Figure 1. Congestion heat map (run 1).
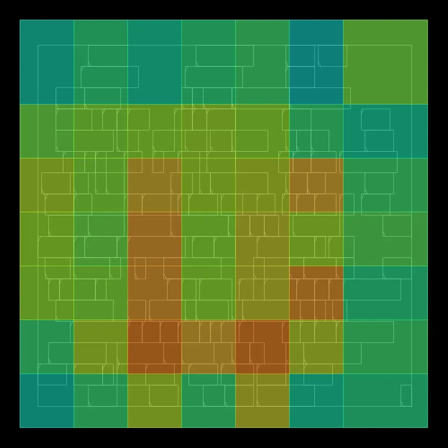
Figure 2. Sizing map (run 1).
Bar = 20 um.
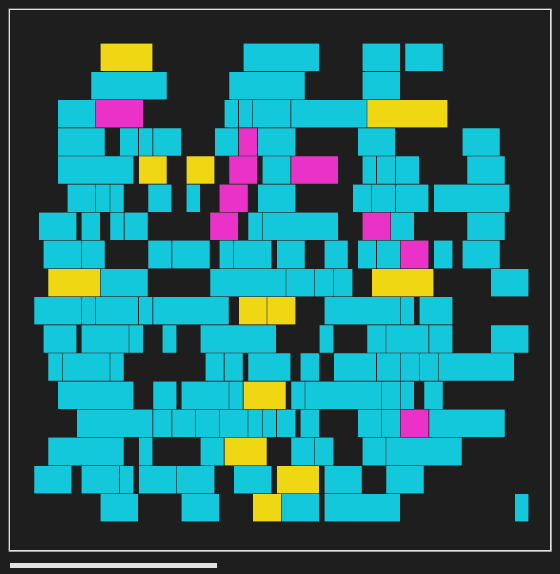
Figure 3. Met1 routing (run 1).
Bar = 20 um. Supply wires on this layer in grey.
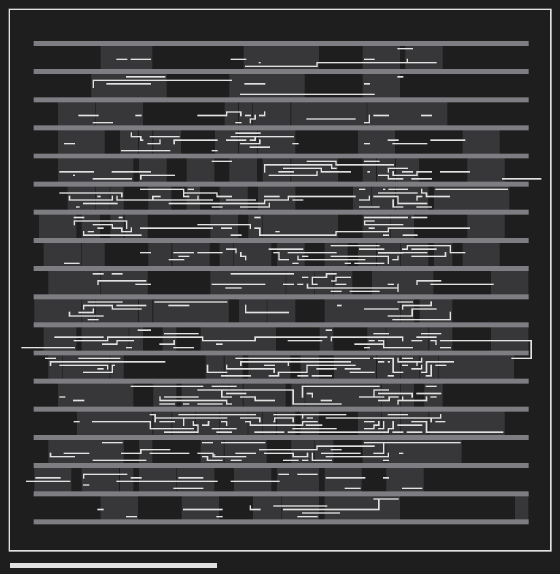
File: src/rtl/run_ctrl_pkg.sv
// rtl/run_ctrl_pkg.sv - shared state type, default parameters and helpers for run_ctrl
package run_ctrl_pkg;

  typedef enum logic [2:0] {
    ST_IDLE    = 3'd0,
    ST_RESET   = 3'd1,
    ST_RUN     = 3'd2,
    ST_DONE    = 3'd3,
    ST_TIMEOUT = 3'd4
  } run_state_e;

  localparam int unsigned DEF_RST_CYCLES = 2;
  localparam int unsigned DEF_MAX_CYCLES = 35;
  localparam int unsigned DEF_CNT_W      = 16;
  localparam int unsigned DEF_HALT_W     = 1;
  localparam bit          DEF_HALT_ALL   = 1'b0;

  // A zero-length core reset would skip RESET entirely; hold it for at least one cycle.
  function automatic int unsigned rst_hold_len(input int unsigned rst_cycles);
    return (rst_cycles == 0) ? 1 : rst_cycles;
  endfunction

  function automatic int unsigned hold_cnt_width(input int unsigned hold_len);
    return (hold_len > 1) ? $clog2(hold_len) : 1;
  endfunction

endpackage

File: src/rtl/run_ctrl_cnt.sv
// rtl/run_ctrl_cnt.sv - saturating, clearable RUN-cycle counter
module run_ctrl_cnt
  import run_ctrl_pkg::*;
#(
  parameter int unsigned CNT_W = DEF_CNT_W
) (
  input  logic             clk_i,
  input  logic             rst_i,
  input  logic             clr_i,
  input  logic             inc_i,
  output logic [CNT_W-1:0] cnt_o
);

  localparam logic [CNT_W-1:0] CNT_MAX = '1;

  logic [CNT_W-1:0] cnt_q;
  logic [CNT_W-1:0] cnt_d;

  // Clear wins over increment; the count sticks at all-ones instead of wrapping.
  always_comb begin
    cnt_d = cnt_q;
    if (clr_i) begin
      cnt_d = '0;
    end else if (inc_i && (cnt_q != CNT_MAX)) begin
      cnt_d = cnt_q + CNT_W'(1);
    end
  end

  always_ff @(posedge clk_i) begin
    if (rst_i) begin
      cnt_q <= '0;
    end else begin
      cnt_q <= cnt_d;
    end
  end

  assign cnt_o = cnt_q;

endmodule

File: src/rtl/run_ctrl.sv
// rtl/run_ctrl.sv - core run controller FSM; RUN_CTRL_WDOG_EN compiles in the RUN watchdog
module run_ctrl
  import run_ctrl_pkg::*;
#(
  parameter int unsigned RST_CYCLES = DEF_RST_CYCLES,
  parameter int unsigned MAX_CYCLES = DEF_MAX_CYCLES,
  parameter int unsigned CNT_W      = DEF_CNT_W,
  parameter int unsigned HALT_W     = DEF_HALT_W,
  parameter bit          HALT_ALL   = DEF_HALT_ALL
) (
  input  logic              clk_i,
  input  logic              rst_i,
  input  logic              start_i,
  input  logic [HALT_W-1:0] halt_i,
  output logic              core_rst_o,
  output logic              core_en_o,
  output logic              busy_o,
  output logic              done_o,
  output logic              timeout_o,
  output logic [CNT_W-1:0]  cycles_o
);

`ifdef RUN_CTRL_WDOG_EN
  localparam bit WDOG_ON = 1'b1;
`else
  localparam bit WDOG_ON = 1'b0;
`endif

  localparam int unsigned      RST_LEN   = rst_hold_len(RST_CYCLES);
  localparam int unsigned      RST_W     = hold_cnt_width(RST_LEN);
  localparam logic [RST_W-1:0] RST_LAST  = RST_W'(RST_LEN - 1);
  localparam logic [CNT_W-1:0] WDOG_LAST = CNT_W'(MAX_CYCLES - 1);

  run_state_e       state_q;
  run_state_e       state_d;
  logic [RST_W-1:0] hold_q;
  logic [RST_W-1:0] hold_d;
  logic             halt_hit;
  logic             wdog_hit;
  logic             cnt_clr;
  logic             cnt_inc;
  logic [CNT_W-1:0] cycles;

  assign halt_hit = HALT_ALL ? (&halt_i) : (|halt_i);
  // Expiry is detected one cycle early so the exit-edge increment lands exactly on MAX_CYCLES.
  assign wdog_hit = WDOG_ON && (cycles == WDOG_LAST);

  always_comb begin
    state_d = state_q;
    hold_d  = hold_q;
    cnt_clr = 1'b0;
    cnt_inc = 1'b0;
    case (state_q)
      ST_IDLE, ST_DONE, ST_TIMEOUT: begin
        if (start_i) begin
          state_d = ST_RESET;
          hold_d  = '0;
          cnt_clr = 1'b1;
        end
      end
      ST_RESET: begin
        if (hold_q == RST_LAST) begin
          state_d = ST_RUN;
        end else begin
          hold_d = hold_q + RST_W'(1);
        end
      end
      ST_RUN: begin
        cnt_inc = 1'b1;
        if (halt_hit) begin
          state_d = ST_DONE;
        end else if (wdog_hit) begin
          state_d = ST_TIMEOUT;
        end
      end
      default: state_d = ST_IDLE;
    endcase
  end

  always_ff @(posedge clk_i) begin
    if (rst_i) begin
      state_q <= ST_IDLE;
      hold_q  <= '0;
    end else begin
      state_q <= state_d;
      hold_q  <= hold_d;
    end
  end

  run_ctrl_cnt #(
    .CNT_W (CNT_W)
  ) u_cnt (
    .clk_i (clk_i),
    .rst_i (rst_i),
    .clr_i (cnt_clr),
    .inc_i (cnt_inc),
    .cnt_o (cycles)
  );

  // Status is decoded from the state register only, so start/halt never reach an output.
  always_comb begin
    core_rst_o = 1'b0;
    core_en_o  = 1'b0;
    busy_o     = 1'b0;
    done_o     = 1'b0;
    timeout_o  = 1'b0;
    case (state_q)
      ST_IDLE:    core_rst_o = 1'b1;
      ST_RESET: begin
        core_rst_o = 1'b1;
        busy_o     = 1'b1;
      end
      ST_RUN: begin
        core_en_o = 1'b1;
        busy_o    = 1'b1;
      end
      ST_DONE:    done_o    = 1'b1;
      ST_TIMEOUT: timeout_o = WDOG_ON;
      default:    core_rst_o = 1'b1;
    endcase
  end

  assign cycles_o = cycles;

endmodule

File: config.mk
export PLATFORM = sky130hd
export DESIGN_NAME = run_ctrl
export DESIGN_NICKNAME = d
export VERILOG_FILES = /design/src/rtl/run_ctrl_pkg.sv /design/src/rtl/run_ctrl_cnt.sv /design/src/rtl/run_ctrl.sv
export SDC_FILE = /design/constraint.sdc
export NUM_CORES = 1
export LEC_CHECK = 0
export ABC_CLOCK_PERIOD_IN_PS = 2400
export CORE_MARGIN = 2
export CORE_UTILIZATION = 50
export CTS_CLUSTER_DIAMETER = 60
export DETAILED_ROUTE_END_ITERATION = 8
export PLACE_DENSITY = 0.79
export SYNTH_ARGS = -nofsm -noshare
export SYNTH_HDL_FRONTEND = slang
export SYNTH_HIERARCHICAL = 1
export SYNTH_SLANG_ARGS = --single-unit
File: constraint.sdc
create_clock -name clk_i -period 2.4 [get_ports clk_i]
set_clock_uncertainty 0.1 [all_clocks]
set_input_delay 0.48 -clock clk_i [delete_from_list [all_inputs] [get_ports clk_i]]
set_output_delay 0.48 -clock clk_i [all_outputs]
set_load 0.02 [all_outputs]
==> results.txt, run 1 <==
Implementation summary

Per the STA report, the cell with the highest stage delay on the worst path is clkdlybuf4s50_1. The area of the core is 2210 um2. The launch point of the worst min-delay path is recorded as u_cnt/cnt_o[3]. The run finished with clean final reports.

The final count of negative-setup-slack endpoints is 0. The initial antenna violation count is 0. The vertical extent of the die is 52.2 um.

Using the TritonRoute via totals, the vias-per-cell ratio works out to 5.66. The number of maximum-capacitance constraint violations is 0. After the last flow step, the layout net total stands at 163. Per the final layout report, the fraction of cells sized above drive strength 1 comes to 0.137. The most common logic cells in the final layout are clkdlybuf4s50_1 (21), dfxtp_1 (19), nand2_1 (13), a21oi_1 (8). Per the OpenROAD timing report, the critical path contains 3 cells. Of the available clock period, the critical path in the final layout requires 0.952. The shortest period the worst path allows is around 2.3 ns.

The most area-hungry cell type in the Yosys netlist is dfxtp_1. Sorting the synthesized cells by area gives the leading types as dfxtp_1 (33%), ha_1 (5.4%), mux2i_1 (5.2%). The number of cells reported by Yosys stat comes to 130. The number of global-route vias before repair is 869. The global-route wire length before repair is just under 4000 um. The violation tally recorded at the end of detailed-routing iteration 0 is about 45.

The OpenROAD report gives the critical path a data arrival time of between 1.5 and 2 ns. In the hold timing report, the worst path depth is 2. The critical path in this run is classified as register to output pin. For hold timing, the worst endpoint is u_cnt/cnt_o[3]. The number of flops mapped to enable cells by yosys is 0.

In the placement report, post-DP HPWL is listed as between 1500 and 2000 um. Looking at the VDD voltage map, the peak drop is 0.513 mV. The count of endpoints failing hold in the final timing report is 0. The final antenna-violating net count is 0. Warnings raised by the tools during the run amount to 29. The share of Yosys cell area claimed by the top area cell type is 0.328.

The antenna diode count is 0. The routability congestion estimate is between 0.7 and 0.8. In the floorplan report the effective utilization is 0.525. The number of levels the H-tree was split into is 1. The die outline area is ~2700 um2. The power per cell area is 594 nW/um2.

The total buffers and inverters traversed by the critical path is 2. The origin of the critical flop-to-flop path is state_q[0]. The warning count from the yosys run is 6. Setup repair after global routing left no endpoint under its margin.

The peak clock frequency supported by timing is 438 MHz. The number of flip-flops and latches in the synthesized netlist is 19. The root buffer cell chosen for the clock tree is clkbuf_4. Dividing the synthesized area by the synthesized cell count gives between 8 and 9 um2. For reference, the critical path cell chain is inv_1, ha_1, clkdlybuf4s50_1. The number of buffers created by CTS is 3. The synthesized netlist cell count is between 100 and 150. The type of the worst min-delay path is register to register. The most frequent standard cell in the layout excluding fill and tap cells is clkdlybuf4s50_1. Summing every instance area after synthesis gives 1160 um2. The area taken by flip-flops and latches is 380 um2. For this run, design rule violations remaining after detail routing come to 0. The power report puts the leakage power at 0.537 nW. The net count after synthesis is approximately 140. The critical path required time is ~1.8 ns. The worst setup path is launched from a register. For reference, the final report shows the max-slew violation count at 0. The distinct cell type count after synthesis is around 42. Entering global routing, the biggest net connects 13 pins.
-- Figure 1 (at the start) --
average routed wire per standard cell: 13.1 um
global-route met3 utilization: 0.0286
GR met1 Demand/Resource: 0.225
GRT busiest layer: met2

-- Figure 2 (at the start) --
Key: cyan = x1 and smaller [cells 132, share 86%]; magenta = x2 [cells 9, share 5.9%]; yellow = x3 and x4 [cells 12, share 7.8%]
final std cell area, no fill: 1420 um2
Worst Setup Slack, final: 0.115 ns
Buffers, non-clock: 25
Area growth, synth to finish: 22.3%

-- Figure 3 (at the start) --
The wires run mostly horizontal. 143 nets have wire on it.
vias: 1025
Total Wirelength: 2380 um

run 1: per-layer routing:
metal	share of wire	wire [um]	up-vias	track usage
met5	0	0	-	0
met3	0.054	129	4	0.0286
met1	0.43	1030	464	0.225
li1	-	-	521	-
met4	0.015	36	0	0.0769
met2	0.50	1180	36	0.342
run 1: state kept, by name (all words and copies together), names as in the netlist:
name / flops
state_q: 2
u_cnt/cnt_o: 16
hold_q: 1
run 1: power breakdown:
group,total (mW),internal (mW),switching [mW]
registers,0.364,0.338,0.0258
logic,0.317,0.146,0.171
clock network,0.164,0.0621,0.102
run 1: cell families after synthesis:
logic type / synth area share
AND-OR/OR-AND: 0.184
adder cells (fa/ha/maj): 0.0539
buffers and inverters: 0.0625
flip-flops: 0.328
multiplexers: 0.0614
other: 0.00323
AND/OR/NAND/NOR: 0.307
run 1: synthesized netlist by cell type, drive strengths merged (5+ instances only):
master / instances
a21oi: 8
nand2: 13
a211oi: 5
buf: 5
mux2i: 6
or3: 8
dfxtp: 19
nand3: 5
and3: 6
nor2: 6
o21ai: 6
inv: 6
ha: 5
run 1: per-stage QoR:
| step | util | cell area, um2 | std cells | total power [mW] | hold slack, ns |
|---|---|---|---|---|---|
| after global placement | 0.629 | 1390 | 177 | 0.684 | 0.384 |
| final | 0.642 | 1420 | 181 | 0.844 | 0.407 |
| after global routing | 0.642 | 1420 | 181 | 0.895 | 0.429 |
| after CTS | 0.641 | 1420 | 181 | 0.860 | 0.409 |
| after detailed placement | 0.629 | 1390 | 177 | 0.697 | 0.391 |
| after floorplan | - | 1160 | 130 | 0.587 | 0.371 |
run 1: how the worst max path moves through the flow:
stage	to	slack [ns]	from
2_1_floorplan	u_cnt/cnt_o[7]	0.43	state_q[0]
3_3_place_gp	u_cnt/cnt_o[7]	0.35	start_i
3_5_place_dp	u_cnt/cnt_o[7]	0.33	start_i
4_1_cts	busy_o	0.0008	state_q[0]
5_1_grt	core_en_o	0.04	state_q[0]
6_report	core_en_o	0.12	state_q[0]
run 1: cell type report:
| class | instances | share of cell area |
|---|---|---|
| clock buffer | 3 | 0.0159 |
| clock inverter | 1 | 0.00352 |
| inverter | 6 | 0.0159 |
| multi-input combinational | 99 | 0.499 |
| sequential | 19 | 0.268 |
| tap | 28 | 0.0247 |
| timing repair buffer | 25 | 0.174 |
run 1: tightest hold or removal path, cell delays in order (launching register included):
cell,delay [ns]
dfxtp_1,0.36
nand2_1,0.07
o21ai_1,0.05
run 1: repair_timing:
item / CTS / global route
setup endpoints to repair: 1 / 1
gates resized: 1 / 1
cloned: 0 / 0
setup buffers: 0 / 0
pin swaps: 0 / 0
Figure 4. Wiring by layer (run 1).
Two of the layers only.
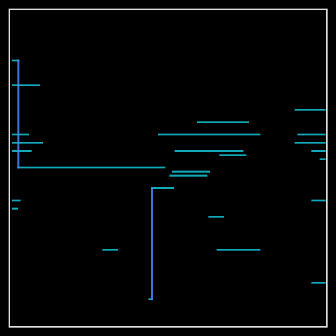

==> run 2, diff against run 1 <==
--- a/config.mk
+++ b/config.mk
@@ -10,7 +10,9 @@
 export CORE_UTILIZATION = 50
 export CTS_CLUSTER_DIAMETER = 60
 export DETAILED_ROUTE_END_ITERATION = 8
+export MAX_ROUTING_LAYER = met4
 export PLACE_DENSITY = 0.79
+export SETUP_SLACK_MARGIN = 0.05
 export SYNTH_ARGS = -nofsm -noshare
 export SYNTH_HDL_FRONTEND = slang
 export SYNTH_HIERARCHICAL = 1
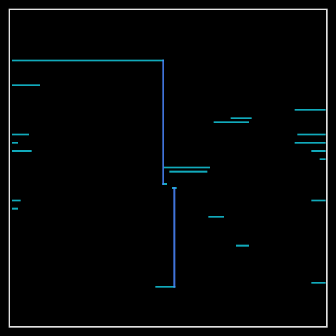
Figure 5: run 2, wiring by layer.
Two of the layers only.
Key: blue = M4 [wire length 36.7 um]; cyan = M3 [wire length 87.9 um]

==> results.txt, run 2 <==
Implementation summary

Per the OpenROAD floorplan log, the area of the die is ~2700 um2. The type of the worst min-delay path is register to register. The area share of fa/ha/maj cells after synthesis is 0.0539. The slack of the worst reg-to-reg path is roughly 0.46 ns.

The final critical-path share of the clock period is 0.873. The peak fanout along the critical path is 4. The design draws around 840 uW. On the reported timing paths, the clock transition at the registers reads between 0.1 and 0.15 ns.

The first global-routing pass estimated slightly below 4000 um of wire. The sequential fraction of the synthesis area is 0.328. Across all stage logs, warnings added up to 29. The most frequent standard cell in the layout excluding fill and tap cells is clkdlybuf4s50_1.

The detail route stage leaves a number of antenna-violating nets equal to 0. Looking at area per cell type in the netlist, the leader is dfxtp_1. The area of the mapped netlist is about 1200 um2. Counting the warning lines in the Yosys log gives 6. For this run, the chip area from Yosys synthesis comes to around 1200 um2. The most popular library cell in the synthesized design by count is dfxtp_1.

In this run the maximum-capacitance check reported violations numbering 0. The area taken by flip-flops and latches is 380 um2. The power per cell area is 589 nW/um2. The register with the most flip-flops in the layout has 16 of them. The total I/O pin count is 25. The die is around 52 um wide. Once the clock tree was built, the setup fixing pass inserted 0 buffers.

The DRC violation total after the first TritonRoute iteration is approximately 45. Leaving out buffers and inverters, the combinational logic in the layout accounts for between 700 and 800 um2. The script logs the ratio of routed vias to standard cells as approximately 5.6. The share of the core area taken by cells at floorplan is 0.525. The final count of negative-setup-slack endpoints is 0. The startpoint identified for the worst register-to-register timing path is state_q[0].

The number of cells on the worst hold path is listed as 2. The vertical extent of the die is ~52 um. Looking at the reg2reg group, the worst path ends at u_cnt/cnt_o[7]. The cell count of the worst reg-to-reg path is 7. The HPWL reported at the end of detailed placement is approximately 1800 um. The startpoint of the tightest hold check path is u_cnt/cnt_o[3]. The routed design could run at a clock period as short as around 2.1 ns. The number of flops mapped to enable cells by yosys is 0.

The final route contains approximately 1000 vias. The initial antenna violation count is 0. The peak clock frequency supported by timing is 477 MHz. The layout overhead on the synthesized area is 22.2%. Among the non-sequential cells, simple AND/OR/NAND/NOR gates take the most area. The main flop type after synthesis is dfxtp_1. Routability-driven placement finished with a final weighted congestion of around 0.73. The number of flip-flops and latches in the synthesized netlist is 19. The fill cell total of the finished layout is slightly above 200.

The final layout contains routed wiring with a total length of about 2400 um. The number of buffers created by CTS is 3. The type of destination of the critical path is an output pin. Per the post-synthesis report, the nets total around 140. The number of buffers inserted by port buffering is 23. In this run the static leakage power is between 0.5 and 0.6 nW.

The area fraction in xor and xnor cells is 0. The max-slew violation total from the final report is 0. The tree is rooted in a clkbuf_4. The number of levels the H-tree was split into is 1. The count of endpoints failing hold in the final timing report is 0. The area fraction of the largest cell type after synthesis is 0.328. The critical path required time is around 1.8 ns. For reference, the mux area share after synthesis is 0.0614. The number of cells in Yosys stat is roughly 130. The number of different library cells used by synthesis comes to between 40 and 50. Entering global routing, the biggest net connects 13 pins.

For reference, the placement row count at floorplan is 17. In this run, the synthesized area fraction spent on AND-OR/OR-AND gates is recorded as 0.184. The flow ran to the end, and the final reports show no timing, DRC or antenna violations. The share of final-layout standard cells stronger than drive strength 1 is 0.137. Ranking logic cells in the layout by count gives the top entries clkdlybuf4s50_1 (20), dfxtp_1 (19), nand2_1 (13), a21oi_1 (8).

Summed over all routing layers, the global router reports a total usage of 0.195. The net count of the finished layout is ~160. The mean instance size in the synthesized netlist is ~9 um2. The worst setup path is of the register to output pin kind. The TritonCTS clock tree is done. Ranked by instance count, the synthesized netlist is headed by dfxtp_1 (19), nand2_1 (13), a21oi_1 (8). The aggregate negative setup slack is 0 ns. According to the CTS report, the clock sink count is 19. Setup repair after global routing left no endpoint under its margin. The sort of element at the start of the critical path is a register. The area of the core is between 2000 and 2500 um2.

Of the total synthesized cell area, the portion taken by AND, OR, NAND and NOR gates is 0.307. Of all flip-flops after synthesis, the portion carrying an async set or reset was 0. The number of global-route vias before repair is approximately 870. The post-detailed-route wirelength per cell is 13.1 um. The count of hold-fix buffers inserted at cts is 0.

Final hold analysis gives a worst-case slack of between 0.4 and 0.5 ns. Looking at the clock tree report, the maximum root-to-sink buffer count equals 2. The synthesized instance count is between 100 and 150.

The data arrival time reported for the critical path is approximately 1.5 ns. The clock latency at the later pin of the worst-skew pair is roughly 0.30 ns. For this run, design rule violations remaining after detail routing come to 0. The worst-case IR drop observed on VDD is 0.513 mV. For this run, the script counts the antenna cells in the layout as 0. The main area contributors are dfxtp_1 (33%), ha_1 (5.4%), mux2i_1 (5.2%). The worst-case hold path end point is u_cnt/cnt_o[3].

For this run the aggregate overflow at the end of global routing stands at 0. The pre-antenna-repair detailed-routing pass consisted of 4 iterations.
==> run 2: cell counts after synthesis <==
Identical to the previous run, type by type.
==> run 2: metrics by stage <==
step | instances | utilization | setup slack, ns | area [um2]
final | 181 | 0.641 | 0.305 | 1420
after global routing | 181 | 0.641 | 0.216 | 1420
after CTS | 181 | 0.640 | 0.0924 | 1420
after detailed placement | 177 | 0.629 | 0.325 | 1390
after global placement | 177 | 0.629 | 0.353 | 1390
after floorplan | 130 | - | 0.429 | 1160
==> run 2: power breakdown <==
group / switching [mW] / internal [mW]
logic: 0.170 / 0.139
clock network: 0.101 / 0.0620
registers: 0.0258 / 0.338
==> run 2: layer usage <==
metal / GRT usage / up-vias / routed length [um]
met1: 0.227 / 457 / 1080
met5: - / - / 0
met2: 0.342 / 30 / 1180
met3: 0.0257 / 4 / 87
met4: 0.0769 / 0 / 36
li1: - / 521 / -
==> run 2: cell families after synthesis <==
logic type,after synthesis
compound gates,31
mux,7
buf+inv,12
other cells,1
flops,19
fa+ha+maj,5
simple gates,55
==> run 2: how the worst max path moves through the flow <==
stage	from	to	slack, ns	cells past startpoint
3_3_place_gp	start_i	u_cnt/cnt_o[7]	0.35	6
2_1_floorplan	state_q[0]	u_cnt/cnt_o[7]	0.43	8
5_1_grt	state_q[0]	busy_o	0.22	4
4_1_cts	state_q[0]	core_en_o	0.09	3
6_report	state_q[0]	busy_o	0.31	4
3_5_place_dp	start_i	u_cnt/cnt_o[7]	0.33	6
==> run 2: worst max-delay path, cell delays in order, from the launching register on <==
cell	delay, ns
dfxtp_1	0.41
inv_1	0.08
ha_1	0.32
inv_1	0.08
dlygate4sd2_1	0.34
==> run 2: what timing repair did <==
action                                  CTS  global route
endpoints found under the setup margin    2             1
gates resized                             2             1
gates cloned                              0             0
pin swaps                                 0             0
==> run 2: area by class of cell <==
type,instances,share of cell area
clock buffers,3,0.0159
clock inverters,1,0.00353
inverters,6,0.0159
multi-input cells,99,0.499
flip-flops and latches,19,0.268
well taps,28,0.0247
repair buffers,25,0.173
Power and IR drop assume default switching activity.
